<file path="src/rtl/instruction_memory_loader.sv">
// Instruction memory loader: packs a valid/ready byte stream into big-endian
// 32-bit words and writes them to consecutive word addresses starting at 0,
// holding the CPU for the whole load and pulsing done at the end.
module instruction_memory_loader #(
  parameter int unsigned SIZE_EXP2 = 10
) (
  input  logic                 system_clock,
  input  logic                 reset,
  input  logic                 start,
  input  logic [SIZE_EXP2:0]   word_count,
  input  logic [7:0]           byte_in,
  input  logic                 byte_valid,
  output logic                 byte_ready,
  output logic                 mem_write_enable,
  output logic [SIZE_EXP2-1:0] mem_address,
  output logic [31:0]          mem_data,
  output logic                 busy,
  output logic                 cpu_hold,
  output logic                 done,
  output logic                 error
);

  // Largest legal load is exactly one full memory (2**SIZE_EXP2 words).
  localparam logic [SIZE_EXP2:0] MaxCount = {1'b1, {SIZE_EXP2{1'b0}}};
  localparam logic [SIZE_EXP2:0] OneCount = {{SIZE_EXP2{1'b0}}, 1'b1};

  typedef enum logic [1:0] {
    StIdle,
    StReceive,
    StWrite,
    StDone
  } state_e;

  state_e               state_q, state_d;
  logic [SIZE_EXP2-1:0] addr_q;
  logic [1:0]           idx_q;
  logic [31:0]          word_q;
  logic [SIZE_EXP2:0]   remaining_q;
  logic [SIZE_EXP2-1:0] mem_address_q;
  logic [31:0]          mem_data_q;
  logic                 byte_ready_q;
  logic                 error_q;

  logic                 start_ok;
  logic                 xfer;
  logic [31:0]          word_next;

  assign start_ok  = start && (word_count != '0) && (word_count <= MaxCount);
  assign xfer      = byte_valid && byte_ready_q;
  assign word_next = {word_q[23:0], byte_in};

  // State register.
  always_ff @(posedge system_clock) begin
    if (reset) begin
      state_q <= StIdle;
    end else begin
      state_q <= state_d;
    end
  end

  // Next-state logic.
  always_comb begin
    state_d = state_q;
    case (state_q)
      StIdle: begin
        if (start && (word_count == '0)) begin
          state_d = StDone;
        end else if (start_ok) begin
          state_d = StReceive;
        end
      end
      StReceive: begin
        if (xfer && (idx_q == 2'd3)) begin
          state_d = StWrite;
        end
      end
      StWrite: begin
        state_d = (remaining_q == OneCount) ? StDone : StReceive;
      end
      StDone: begin
        state_d = StIdle;
      end
      default: begin
        state_d = StIdle;
      end
    endcase
  end

  // Datapath: byte packing, address/count bookkeeping and registered strobes.
  always_ff @(posedge system_clock) begin
    if (reset) begin
      addr_q        <= '0;
      idx_q         <= '0;
      word_q        <= '0;
      remaining_q   <= '0;
      mem_address_q <= '0;
      mem_data_q    <= '0;
      byte_ready_q  <= 1'b0;
      error_q       <= 1'b0;
    end else begin
      byte_ready_q <= (state_d == StReceive);
      error_q      <= (state_q == StIdle) && start && (word_count > MaxCount);
      case (state_q)
        StIdle: begin
          if (start_ok) begin
            remaining_q <= word_count;
            addr_q      <= '0;
            idx_q       <= '0;
          end
        end
        StReceive: begin
          if (xfer) begin
            word_q <= word_next;
            idx_q  <= idx_q + 2'd1;
            // Capture the completed word so the write port holds it after WRITE.
            if (idx_q == 2'd3) begin
              mem_address_q <= addr_q;
              mem_data_q    <= word_next;
            end
          end
        end
        StWrite: begin
          addr_q      <= addr_q + 1'b1;
          remaining_q <= remaining_q - OneCount;
          idx_q       <= '0;
        end
        default: begin
        end
      endcase
    end
  end

  assign busy             = (state_q != StIdle);
  assign cpu_hold         = busy;
  assign done             = (state_q == StDone);
  assign mem_write_enable = (state_q == StWrite);
  assign mem_address      = mem_address_q;
  assign mem_data         = mem_data_q;
  assign byte_ready       = byte_ready_q;
  assign error            = error_q;

endmodule

</file>
<file path="config.mk">
export PLATFORM = sky130hd
export DESIGN_NAME = instruction_memory_loader
export DESIGN_NICKNAME = d
export VERILOG_FILES = /design/src/rtl/instruction_memory_loader.sv
export SDC_FILE = /design/constraint.sdc
export NUM_CORES = 1
export LEC_CHECK = 0
export ABC_AREA = 1
export CORE_ASPECT_RATIO = 0.7
export CORE_MARGIN = 5
export CORE_UTILIZATION = 54
export CTS_BUF_LIST = sky130_fd_sc_hd__clkbuf_8
export DETAILED_ROUTE_END_ITERATION = 6
export PLACE_DENSITY = 0.82
export SETUP_SLACK_MARGIN = 0.4
export SYNTH_ARGS = -nofsm -noshare
export SYNTH_HDL_FRONTEND = slang
export SYNTH_SLANG_ARGS = --single-unit
</file>
<file path="constraint.sdc">
create_clock -name system_clock -period 1.6 [get_ports system_clock]
set_input_delay 0.32 -clock system_clock [delete_from_list [all_inputs] [get_ports system_clock]]
set_output_delay 0.32 -clock system_clock [all_outputs]
set_load 0.05 [all_outputs]
</file>
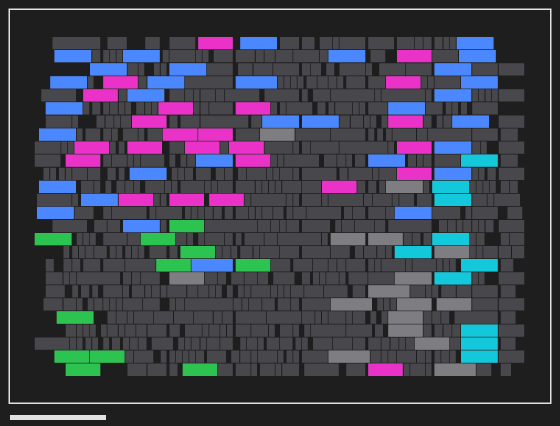
(sequential cells grouped by signal name)
The bar under the picture is 20 um long. Other sequential cells in the stronger grey, the rest of the logic in the fainter grey.
Blue stands for mem_data, flops 32. Magenta stands for word_q, flops 24. Green stands for remaining_q, flops 11. Cyan stands for mem_address, flops 10.
Another 16 sequential cells are not coloured.

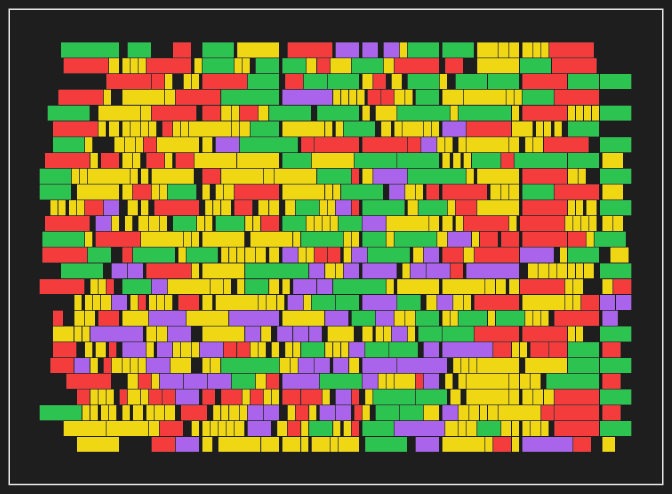
(drive-strength map)
Yellow stands for _0 and _1 cells, cells 391, share 57%. Green stands for _6 and larger, cells 102, share 15%. Purple stands for _3 and _4 cells, cells 78, share 11%. Red stands for _2 cells, cells 121, share 17%.

==> impl_metrics.ini <==
; flow metrics
[outcome]
outcome = complete, but fails checks
violations = setup timing

[grt]
grt_pass1_vias = 3956
gr-total-overflow = 0
antenna_found_initial = 0
grtUsageTotal_pct = 25.0

[sta]
max_freq_ghz = 0.528
setup_violations = 12
worst_slack_ns = -0.294
rsz0062_at_grt = yes
drv_slew = 0
period_used_pct = 118

[setup_path]
cp-start-kind = flip-flop
cp.required_ns = 1.84
crit_type = flip-flop to flip-flop
cp.buffers_inverters = 0
crit_path_top_delay_cell = dfxtp_2
cp.arrival_ns = 2.14

[synthesis]
top_area_cell = dfxtp_1
top_area_share_pct = 46.9
netlist_instances = 557
top_cells_by_area = dfxtp_1 (47%), nor2_1 (17%), o21ai_0 (7.8%), nand2_1 (6.2%), nand3_1 (3.9%)
edf_count = 0
avgSynthCellArea_um2 = 7.12
async_flop_share_pct = 0
synth_cell_types = 24
ys_cells = 557
syn-cell-area_mm2 = 0.00397
fp_nets = 584
ys_seq_elements = 93
yosys-stat-area_mm2 = 0.00397

[final_layout]
post-route-cell-area_mm2 = 0.00654
antennaDiodeCount = 0
nets = 714
area_delta_synth_final_pct = 64.9

[power_and_ir_drop]
sw_frac_of_total_pct = 28.5
power.share.clock_pct = 35.0
p_per_area_mw_per_mm2 = 730
intPower_w = 0.00341
finalPower_w = 0.00477

[clock_network]
clk_latency_ns = 0.37
clock_path_buffers = 2
htree_levels = 3
clkTransAtPathRegs_ns = 0.09
clkSinkCount = 93
hold_buffers = 0

[placed_design]
hpwlAfterDp_mm = 6.82
placed_cell_area_mm2 = 0.00490
numPortBuffers = 70
gp_congestion = 0.918

[detailed_routing]
viasPerCell = 6.33
vias = 5003
drc = 0
first_pass_iters = 6
highest_layer = met4
wl_met3_mm = 2.20
ant_nets = 0

[flow_run]
log.warning_count = 30

[floorplanning]
io_pins = 71
coreArea_mm2 = 0.00722
die_w_um = 112
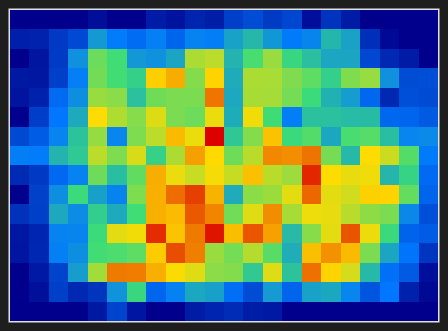
(signal metal coverage by tile)
The die is cut into 22 by 16 equal tiles; dark blue is low, red is high, scaled to the fullest tile. Values are wire area over tile area, all layers added.
The densest ninth of the die: centre. The mean over all tiles is 0.35. 41% of the tiles are over half the peak. The fullest tile reaches 0.86.

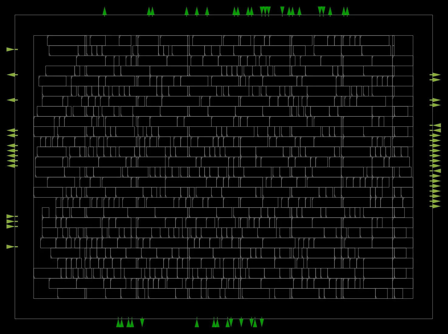
(placed standard cells)
tap cells: 98
FFs & Latches: 93
final-layout fill cell count: 257

[metal layers]
metal / up-vias / GRT usage [%]
met3: 129 / 5.89
met2: 540 / 41.6
met4: 0 / 9.36
met5: - / 0
met1: 2283 / 32.2
li1: 2051 / -
[cell type report]
class / instances / area [um2]
clock inverter: 6 / 70.1
multi-input combinational: 397 / 2190
inverter: 37 / 158
fill: 257 / 681
sequential: 93 / 1940
clock buffer: 10 / 138
timing repair buffer: 149 / 1930
tap: 98 / 123
[layout by cell type (no fill, tap or decap), types with 16 or more instances in the layout]
cell,Yosys,final
inv_1,35,23
buf_4,3,39
nand2_1,65,53
dfxtp_2,0,44
buf_6,3,24
a21oi_1,24,19
dfxtp_1,93,43
buf_8,0,38
buf_12,4,16
o21ai_0,62,23
nor2_2,0,18
nor2_1,176,145
nand3_1,31,25
o21ai_1,20,34
o21ai_2,0,23
[worst reg2reg max path, delay by kind of cell (launching register included)]
kind            cells  cell delay (ns)
compound gates      2             0.52
flops               1             0.43
simple gates        3             0.83
[kinds of logic after synthesis]
logic type | share of synthesized area (%)
AND/OR/NAND/NOR | 28.8
buffers and inverters | 9.15
adder cells (fa/ha/maj) | 1.26
AND-OR/OR-AND | 13.9
flip-flops | 46.9
[what timing repair did]
item                       in CTS  in global routing
resized                        96                233
setup endpoints to repair     140                140
setup buffers                  15                 24
gates cloned                    7                  6
pin swaps                      33                 40
[worst paths after layout]
check	start	to	slack (ns)	cells after the start
worst max-delay path	addr_q[2]	addr_q[5]	-0.29	5
worst min-delay path	word_count[1]	remaining_q[1]	0.37	5
worst max register to register	addr_q[2]	addr_q[5]	-0.29	5
worst min register to register	mem_data[16]	mem_data[16]	0.50	2
[sequential cells by signal, indices dropped and copies added, names as in the netlist]
| register | flops |
|---|---|
| mem_data | 32 |
| remaining_q | 11 |
| error | 1 |
| word_q | 24 |
| addr_q | 10 |
| state_q | 2 |
| idx_q | 2 |
| byte_ready | 1 |
| mem_address | 10 |
[through the flow]
stage          hold slack [ns]  cells
2_1_floorplan            0.452    557
3_3_place_gp             0.462    722
3_5_place_dp             0.475    722
4_1_cts                  0.336    760
5_1_grt                  0.440    790
6_report                 0.368    790
[power by group through the flow]
stage	logic [W]	registers, W	clock network, W
after floorplan	0.000275	0.00244	0
after global placement	0.000434	0.00243	0
after detailed placement	0.000445	0.00243	0
after CTS	0.000549	0.00238	0.00164
after global routing	0.000734	0.00239	0.00176
final	0.000708	0.00239	0.00167
